Fig. 1: run 1, gate-type map
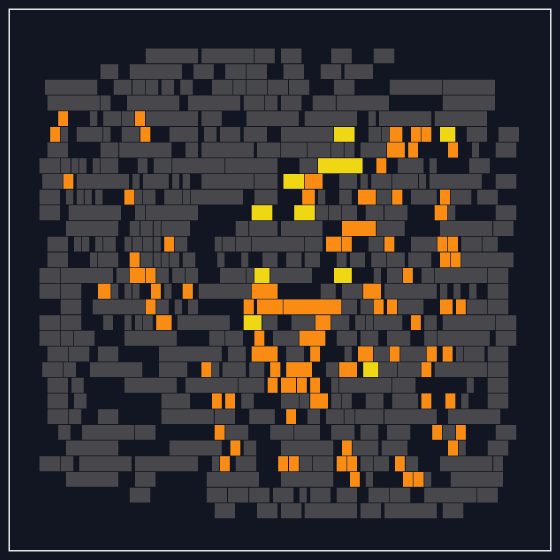
Fig. 2: run 1, metal layers overlaid
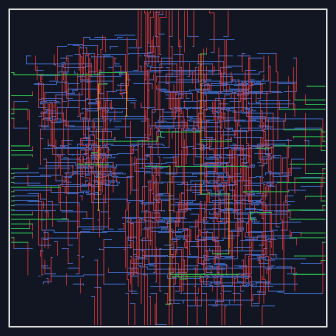
Fig. 3: run 1, wires at chosen ports, followed through buffers
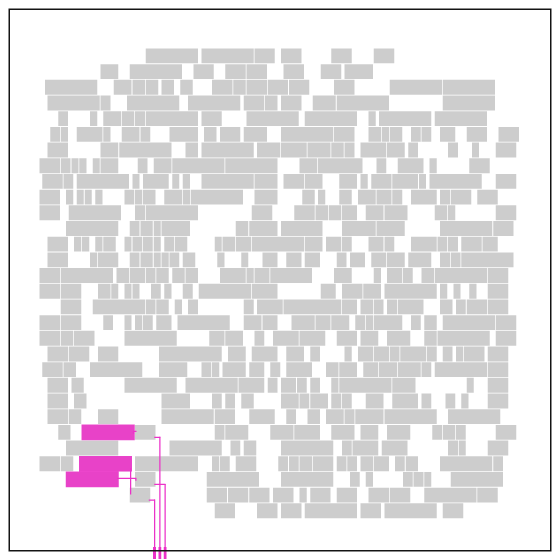
**config.mk**
```make
export PLATFORM = sky130hd
export DESIGN_NAME = neuron_layer2_sequencer
export DESIGN_NICKNAME = d
export VERILOG_FILES = /design/src/rtl/neuron_layer2_sequencer.sv
export SDC_FILE = /design/constraint.sdc
export NUM_CORES = 1
export LEC_CHECK = 0
export CAP_MARGIN = 0
export CORE_MARGIN = 5
export CORE_UTILIZATION = 50
export CTS_CLUSTER_SIZE = 28
export DETAILED_ROUTE_END_ITERATION = 12
export HOLD_SLACK_MARGIN = 0.08
export MAX_ROUTING_LAYER = met4
export PLACE_DENSITY = 0.81
export SYNTH_ARGS = -nofsm -noshare
export SYNTH_HDL_FRONTEND = slang
export SYNTH_SLANG_ARGS = --single-unit
```
**constraint.sdc**
```tcl
create_clock -name clk -period 3 [get_ports clk]
set_input_delay 0.45 -clock clk [delete_from_list [all_inputs] [get_ports clk]]
set_output_delay 0.45 -clock clk [all_outputs]
set_load 0.02 [all_outputs]
```
**src/rtl/neuron_layer2_sequencer.sv**
```systemverilog
// Layer-2 neuron sequencer: accumulates signed synaptic-current words into a
// saturated membrane value, then sequences fire/leak, optional surrogate capture
// and surrogate readout for one neuron over a configurable number of timesteps.
module neuron_layer2_sequencer #(
   parameter int BIT_WIDTH_MEMBRANE  = 16,
   parameter int BIT_WIDTH_SURROGATE = 3,
   parameter int BIT_WIDTH_TIMESTEP  = 4
) (
   input  logic                           clk,
   input  logic                           reset_n,
   input  logic                           start_i,
   input  logic [BIT_WIDTH_TIMESTEP-1:0]  num_timesteps_i,
   input  logic                           training_state_i,
   input  logic [BIT_WIDTH_SURROGATE-1:0] surrogate_ref_i,
   input  logic                           cur_valid_i,
   output logic                           cur_ready_o,
   input  logic [BIT_WIDTH_MEMBRANE-1:0]  cur_data_i,
   input  logic                           cur_last_i,
   input  logic [BIT_WIDTH_MEMBRANE-1:0]  membrane_i,
   input  logic                           post_spike_i,
   input  logic [BIT_WIDTH_SURROGATE-1:0] surrogate_i,
   output logic [BIT_WIDTH_MEMBRANE-1:0]  membrane_update_o,
   output logic                           membrane_update_valid_o,
   output logic                           post_spiking_now_o,
   output logic                           this_sample_done_o,
   output logic                           training_state_o,
   output logic                           surrogate_compute_time_o,
   output logic                           surrogate_read_finish_o,
   output logic [BIT_WIDTH_SURROGATE-1:0] surrogate_ref_o,
   output logic                           spike_valid_o,
   output logic                           spike_o,
   output logic [BIT_WIDTH_TIMESTEP-1:0]  timestep_o,
   output logic                           surr_valid_o,
   input  logic                           surr_ready_i,
   output logic [BIT_WIDTH_SURROGATE-1:0] surr_data_o,
   output logic                           busy_o
);

   localparam int MEM = BIT_WIDTH_MEMBRANE;
   localparam int SUR = BIT_WIDTH_SURROGATE;
   localparam int TS  = BIT_WIDTH_TIMESTEP;

   localparam logic [MEM-1:0] MEM_MAX  = {1'b0, {(MEM-1){1'b1}}};
   localparam logic [MEM-1:0] MEM_MIN  = {1'b1, {(MEM-1){1'b0}}};
   localparam logic [MEM-1:0] MEM_ZERO = {MEM{1'b0}};
   localparam logic [SUR-1:0] SUR_ZERO = {SUR{1'b0}};
   localparam logic [TS-1:0]  TS_ZERO  = {TS{1'b0}};
   localparam logic [TS-1:0]  TS_ONE   = {{(TS-1){1'b0}}, 1'b1};

   localparam logic [3:0] S_IDLE   = 4'd0;
   localparam logic [3:0] S_LOAD   = 4'd1;
   localparam logic [3:0] S_ACCUM  = 4'd2;
   localparam logic [3:0] S_DRAIN  = 4'd3;
   localparam logic [3:0] S_FIRE   = 4'd4;
   localparam logic [3:0] S_SETTLE = 4'd5;
   localparam logic [3:0] S_SURR   = 4'd6;
   localparam logic [3:0] S_READ   = 4'd7;
   localparam logic [3:0] S_FINISH = 4'd8;

   logic [3:0]     state_r;
   logic [3:0]     state_s;
   logic [MEM-1:0] acc_r;
   logic [TS-1:0]  count_r;
   logic [TS-1:0]  steps_r;
   logic           training_r;
   logic           accept_s;
   logic           last_step_s;
   logic [MEM-1:0] acc_next_s;

   // Two's-complement add with one guard bit; clamps to the signed range on overflow.
   function automatic logic [MEM-1:0] sat_add(input logic [MEM-1:0] a, input logic [MEM-1:0] b);
      logic [MEM:0] sum;
      sum = {a[MEM-1], a} + {b[MEM-1], b};
      if (sum[MEM] != sum[MEM-1]) begin
         sat_add = sum[MEM] ? MEM_MIN : MEM_MAX;
      end else begin
         sat_add = sum[MEM-1:0];
      end
   endfunction

   // cur_ready_o is high exactly in ACCUM, so this is the accepted-word strobe.
   assign accept_s    = cur_ready_o & cur_valid_i;
   assign last_step_s = (count_r == (steps_r - TS_ONE));
   assign acc_next_s  = sat_add(acc_r, cur_data_i);

   // Feedback-dependent outputs are gated by their registered phase strobes.
   assign spike_o                 = spike_valid_o & post_spike_i;
   assign surr_data_o             = surr_valid_o ? surrogate_i : SUR_ZERO;
   assign surrogate_read_finish_o = surr_valid_o & surr_ready_i;

   // Next-state decode of the sample sequencer.
   always_comb begin
      state_s = state_r;
      case (state_r)
         S_IDLE: begin
            if (start_i) begin
               state_s = S_LOAD;
            end else begin
               state_s = S_IDLE;
            end
         end
         S_LOAD:  state_s = S_ACCUM;
         S_ACCUM: begin
            if (accept_s && cur_last_i) begin
               state_s = S_DRAIN;
            end else begin
               state_s = S_ACCUM;
            end
         end
         S_DRAIN: state_s = S_FIRE;
         S_FIRE:  state_s = S_SETTLE;
         S_SETTLE: begin
            if (last_step_s && training_r) begin
               state_s = S_SURR;
            end else if (last_step_s) begin
               state_s = S_FINISH;
            end else begin
               state_s = S_LOAD;
            end
         end
         S_SURR: state_s = S_READ;
         S_READ: begin
            if (surr_ready_i) begin
               state_s = S_FINISH;
            end else begin
               state_s = S_READ;
            end
         end
         S_FINISH: state_s = S_IDLE;
         default:  state_s = S_IDLE;
      endcase
   end

   // State, datapath and registered phase outputs decoded from the next state.
   always_ff @(posedge clk or negedge reset_n) begin
      if (!reset_n) begin
         state_r                  <= S_IDLE;
         acc_r                    <= MEM_ZERO;
         count_r                  <= TS_ZERO;
         steps_r                  <= TS_ZERO;
         training_r               <= 1'b0;
         cur_ready_o              <= 1'b0;
         membrane_update_o        <= MEM_ZERO;
         membrane_update_valid_o  <= 1'b0;
         post_spiking_now_o       <= 1'b0;
         this_sample_done_o       <= 1'b0;
         training_state_o         <= 1'b0;
         surrogate_compute_time_o <= 1'b0;
         surrogate_ref_o          <= SUR_ZERO;
         spike_valid_o            <= 1'b0;
         timestep_o               <= TS_ZERO;
         surr_valid_o             <= 1'b0;
         busy_o                   <= 1'b0;
      end else begin
         state_r <= state_s;

         if ((state_r == S_IDLE) && start_i) begin
            steps_r    <= (num_timesteps_i == TS_ZERO) ? TS_ONE : num_timesteps_i;
            training_r <= training_state_i;
            count_r    <= TS_ZERO;
         end else if ((state_r == S_SETTLE) && !last_step_s) begin
            count_r <= count_r + TS_ONE;
         end else begin
            count_r <= count_r;
         end

         if (state_r == S_LOAD) begin
            acc_r <= membrane_i;
         end else if (accept_s) begin
            acc_r <= acc_next_s;
         end else begin
            acc_r <= acc_r;
         end

         // Update is presented for exactly one cycle after each accepted word.
         membrane_update_valid_o <= accept_s;
         if (accept_s) begin
            membrane_update_o <= acc_next_s;
         end else begin
            membrane_update_o <= membrane_update_o;
         end

         cur_ready_o              <= (state_s == S_ACCUM);
         post_spiking_now_o       <= (state_s == S_FIRE);
         this_sample_done_o       <= (state_s == S_FIRE) && last_step_s;
         spike_valid_o            <= (state_s == S_SETTLE);
         timestep_o               <= (state_s == S_SETTLE) ? count_r : TS_ZERO;
         surrogate_compute_time_o <= (state_s == S_SURR);
         surrogate_ref_o          <= (state_s == S_SURR) ? surrogate_ref_i : SUR_ZERO;
         surr_valid_o             <= (state_s == S_READ);
         busy_o                   <= (state_s != S_IDLE);

         // On the start edge the flag is not latched yet, so take it from the input.
         if (state_s == S_IDLE) begin
            training_state_o <= 1'b0;
         end else if (state_r == S_IDLE) begin
            training_state_o <= training_state_i;
         end else begin
            training_state_o <= training_r;
         end
      end
   end

endmodule

```
==> run summary, run 1 <==
WL final: 8743 um
Worst-margin pin slew: 1.018 ns
Die height: 93.65 um
P_int: 3.125 mW
Post-DP HPWL: 6558 um
Outcome: finished clean
Post-synthesis cell type with the largest instance count: dfrtp_1
Met2 Use GR: 0.3746
H-tree levels: 3
Post-Syn Area: 3498 um^2
Count of cell types in the netlist: 53
Wire length on met3: 473 um
Final setup TNS: 0 ns
CP endpoint kind: flop
Syn Area/Cell: 9.855 um^2
Comb area share: 0.3959
Placed cells: 539
Residual DRC: 0
Synth Seq Share: 0.4363
Placed Area: 4552 um^2
Area fraction in mux cells: 0.01252
Final WS setup: 0.1686 ns
Final Max Tran Viols: 0
About Fig. 1:
legend:
  orange:
    family: inverting AOI/OAI gates
    cells: 86
  yellow:
    family: AND-OR and OR-AND gates
    cells: 10
Non-Filler Instances: 555
Commonest Layout Cell: clkdlybuf4s50_1

About Fig. 2:
legend:
  green:
    layer: met3
    wire_length: 474 um
  blue:
    layer: met1
    wire_length: 3680 um
  red:
    layer: met2
    wire_length: 4440 um
  orange:
    layer: met4
    wire_length: 150 um

About Fig. 3:
legend:
  magenta:
    port: surrogate_ref_o
    direction: output
    end_cells: 3
    buffers: 3
    wire: 51.0 um

## run 1: logic make-up after synthesis
group / count (synthesis)
AND-OR/OR-AND: 96
XOR/XNOR: 21
adder cells (fa/ha/maj): 34
buffers and inverters: 21
flip-flops: 61
multiplexers: 4
AND/OR/NAND/NOR: 118
## run 1: critical path, delay by kind of cell
family                     cells  cell delay [ns]
buffers and inverters          1             0.41
adders and majority gates      3             1.01
AOI/OAI and AO/OA              5             1.18
## run 1: state kept, by name (all words and copies together), names as in the netlist, 3 cells and up
| signal | count |
|---|---|
| acc_r | 16 |
| count_r | 4 |
| membrane_update_o | 16 |
| state_r | 4 |
| steps_r | 4 |
| surrogate_ref_o | 3 |
| timestep_o | 4 |
==> run 1 -> run 2 <==
--- a/config.mk
+++ b/config.mk
@@ -7,12 +7,12 @@
 export LEC_CHECK = 0
 export CAP_MARGIN = 0
 export CORE_MARGIN = 5
-export CORE_UTILIZATION = 50
+export CORE_UTILIZATION = 54
 export CTS_CLUSTER_SIZE = 28
 export DETAILED_ROUTE_END_ITERATION = 12
 export HOLD_SLACK_MARGIN = 0.08
 export MAX_ROUTING_LAYER = met4
-export PLACE_DENSITY = 0.81
+export PLACE_DENSITY = 0.87
 export SYNTH_ARGS = -nofsm -noshare
 export SYNTH_HDL_FRONTEND = slang
 export SYNTH_SLANG_ARGS = --single-unit
==> constraint.sdc (replaced) <==
create_clock -name clk -period 3.45 [get_ports clk]
set_input_delay 0.5175 -clock clk [delete_from_list [all_inputs] [get_ports clk]]
set_output_delay 0.5175 -clock clk [all_outputs]
set_load 0.02 [all_outputs]
Fig. 4: run 2, the clock network
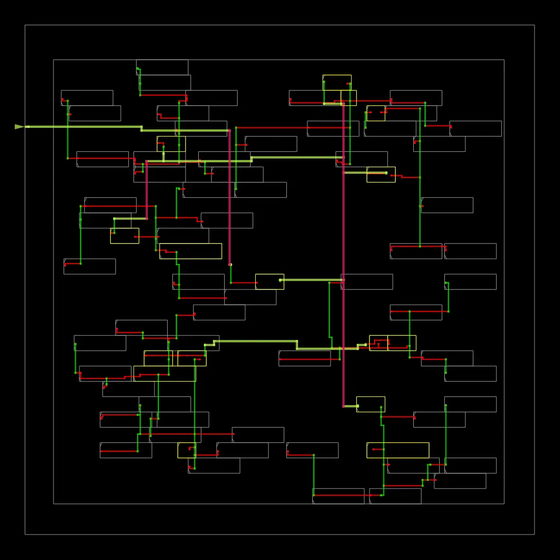
Clk power: 0.794 mW
Final Skew: 0.006213 ns
Clock buffer cells: 9
clk_lat worst skew: 0.35 ns
CTS Sinks: 61

Fig. 5: run 2, wires at chosen ports, followed through buffers
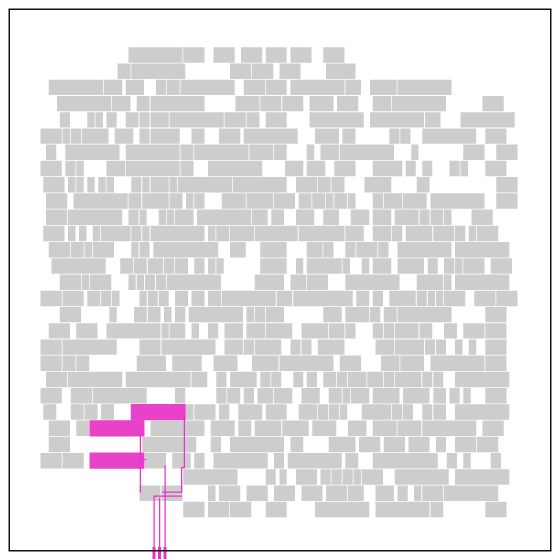
legend:
  magenta:
    port: surrogate_ref_o
    direction: output
    end_cells: 3
    buffers: 3
    wire: 62.8 um
Top Ports: 87
IO Port Bufs: 86

==> run 2 against run 1 <==
Effect of this change:
- synthesized cell count stayed put
- sequential power shrank about 10%
- power is 13% lower
- global-route usage is 2.4 points higher
- combinational power down 16%
- register-to-register slack improved by 0.30 ns
- sequential share of layout area rose by 0.63 points
- non-clock buffer count down 12
- critical endpoint is now acc_r[1]$_DFFE_PN0P_
==> run summary, run 2 <==
CTS root buffer: clkbuf_8 (unchanged)
WL final: 9371 um (was 8743 um)
Placed cells: 508 (was 539)
Area fraction in mux cells: 0.01252 (unchanged)
Non-Filler Instances: 524 (was 555)
H-tree levels: 3 (unchanged)
Wire length on met3: 630 um (was 473 um)
Residual DRC: 0 (unchanged)
Comb area share: 0.4037 (was 0.3959)
Met2 Use GR: 0.4116 (was 0.3746)
Top flop regs: acc_r (16), membrane_update_o (16) (unchanged)
Max Fclk: 0.3289 GHz
Synth Seq Share: 0.4363 (unchanged)
Post-Syn Area: 3498 um^2 (unchanged)
Die height: 90.49 um (was 93.65 um)
Commonest Layout Cell: clkdlybuf4s50_1 (unchanged)
Post-DP HPWL: 6746 um (was 6558 um)
TritonCTS buffer count: 9 (unchanged)
Final WS setup: 0.4098 ns (was 0.1686 ns)
Post-layout period usage: 0.8812
Final Max Tran Viols: 0 (unchanged)
Final setup TNS: 0 ns (unchanged)
DR pass1 iterations: 4 (unchanged)
Placed Area: 4425 um^2 (was 4552 um^2)
Worst-margin pin slew: 1.011 ns (was 1.018 ns)
Post-synthesis cell type with the largest instance count: dfrtp_1 (unchanged)
Finished Cell Area: 4673 um^2 (was 4766 um^2)
TritonCTS clock tree: done (unchanged)
Met2 WL: 4853 um (was 4441 um)
Outcome: finished clean (unchanged)
CP endpoint kind: flop (unchanged)
Fig. 6: run 2, metal layers overlaid
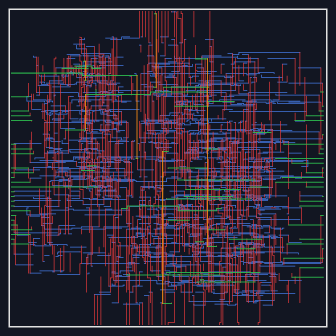
legend:
  green:
    layer: met3
    wire_length: 630 um
  red:
    layer: met2
    wire_length: 4850 um
  blue:
    layer: met1
    wire_length: 3730 um
  orange:
    layer: met4
    wire_length: 158 um

==> run 2: cell count changes in the layout (fill, tap and decap cells not counted) <==
cell / previous run / this run
bufinv_16: 2 / 3
clkinvlp_4: 2 / 1
clkinv_4: 0 / 3
buf_12: 1 / 0
buf_4: 16 / 5
clkinv_2: 3 / 0
==> run 2: critical path, cell delays in order <==
cell and delay (ns):
clkdlybuf4s50_1 0.43, ha_1 0.26, fa_1 0.45, a211oi_2 0.26, o211ai_2 0.14, a41oi_4 0.29, o22ai_1 0.23, maj3_2 0.35
a221o_1 0.34
==> run 2: report_power, final <==
group | internal, mW | switching, mW
Clock | 0.483 | 0.311
Sequential | 0.992 | 0.201
Combinational | 1.21 | 1.47
Total | 2.69 | 1.98
==> run 2 -> run 3 <==
--- a/config.mk
+++ b/config.mk
@@ -6,7 +6,7 @@
 export NUM_CORES = 1
 export LEC_CHECK = 0
 export CAP_MARGIN = 0
-export CORE_MARGIN = 5
+export CORE_MARGIN = 2
 export CORE_UTILIZATION = 54
 export CTS_CLUSTER_SIZE = 28
 export DETAILED_ROUTE_END_ITERATION = 12
Fig. 7: run 3, the clock network
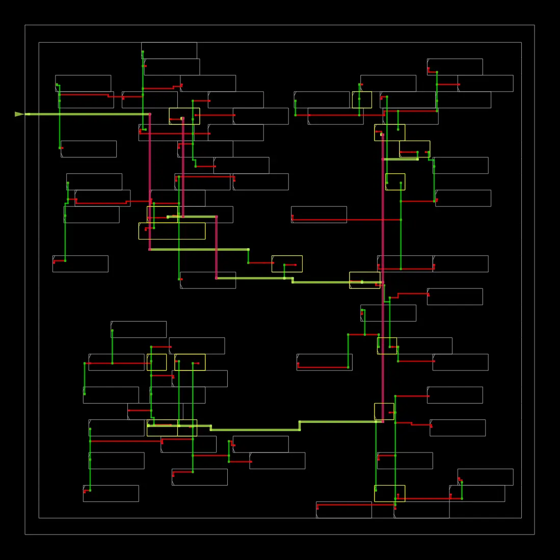
TritonCTS buffer count: 9
Clk power: 0.662 mW

Fig. 8: run 3, clock network drawn from the DEF
The bar under the picture is 20 um long.
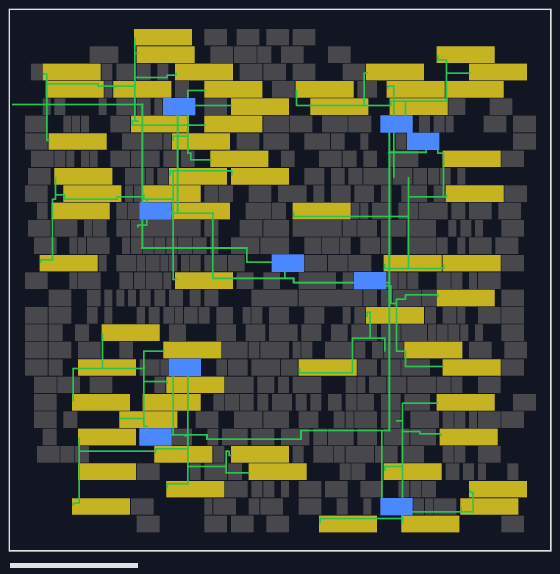
legend:
  green:
    item: clock wires
    length: 782 um
  yellow:
    item: flip-flops
    count: 61
  blue:
    item: cells driving clock nets
    count: 9
flops lie: all over the die

==> run 3 against run 2 <==
Effect of this change:
- register-to-register slack improved by 0.03 ns
- clock power shrank 17%
- sequential cell count unchanged
- critical path type unchanged
- critical endpoint is now acc_r[14]$_DFFE_PN0P_
- largest power group unchanged
==> run summary, run 3 <==
Placed cells: 508 (unchanged)
Clock buffer cells: 9 (unchanged)
Post-DP HPWL: 6299 um (was 6746 um)
DR pass1 iterations: 4 (unchanged)
Commonest Layout Cell: clkdlybuf4s50_1 (unchanged)
Outcome: finished clean (unchanged)
Top Ports: 87 (unchanged)
H-tree levels: 3 (unchanged)
Met2 WL: 4389 um (was 4853 um)
Worst stage delay on the critical path: 0.45 ns (about the same)
Syn Area/Cell: 9.855 um^2 (unchanged)
Met2 Use GR: 0.4202 (was 0.4116)
Post-synthesis cell type with the largest instance count: dfrtp_1 (unchanged)
TritonCTS clock tree: done (unchanged)
CP endpoint kind: flop (unchanged)
Synth Seq Share: 0.4363 (unchanged)
Final Skew: 0.009615 ns (was 0.006213 ns)
Wire length on met3: 555 um (was 630 um)
Final setup TNS: 0 ns (unchanged)
Post-Syn Area: 3498 um^2 (unchanged)
Fig. 9: run 3, gate-type map
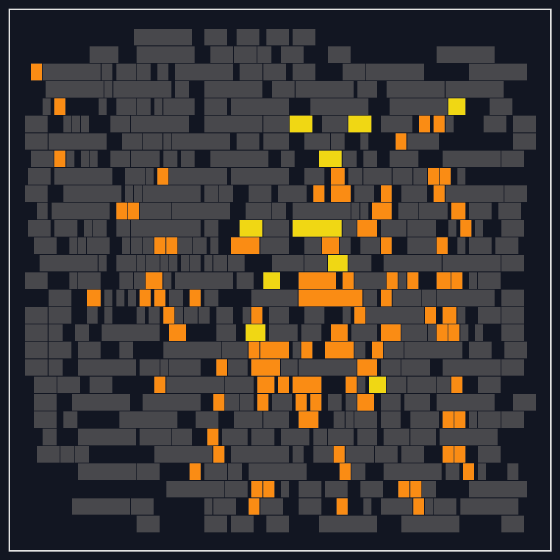
legend:
  yellow:
    family: AND-OR and OR-AND gates
    cells: 10
  orange:
    family: inverting AOI/OAI gates
    cells: 86
Non-Filler Instances: 524
Comb area share: 0.4073

==> run 3: cell counts after synthesis <==
Identical to the previous run, type by type.
==> run 3: kinds of logic after synthesis <==
| kind of cell | Yosys count | synth area share |
|---|---|---|
| flip-flops | 61 | 0.4363 |
| XOR/XNOR | 21 | 0.05258 |
| adder cells (fa/ha/maj) | 34 | 0.1180 |
| AND/OR/NAND/NOR | 118 | 0.1713 |
| buffers and inverters | 21 | 0.02432 |
| AND-OR/OR-AND | 96 | 0.1849 |
| multiplexers | 4 | 0.01252 |
==> run 3: critical path, delay by kind of cell <==
kind	cells	cell delay, ns
AND-OR/OR-AND	5	1.24
adder cells (fa/ha/maj)	3	1.07
buffers and inverters	1	0.42
==> run 3: report_power, final <==
part           internal (mW)  switching [mW]
sequential             0.992           0.199
combinational           1.21            1.44
clock                  0.343           0.319
No activity file was given, so power comes from the tool's default toggle rates.
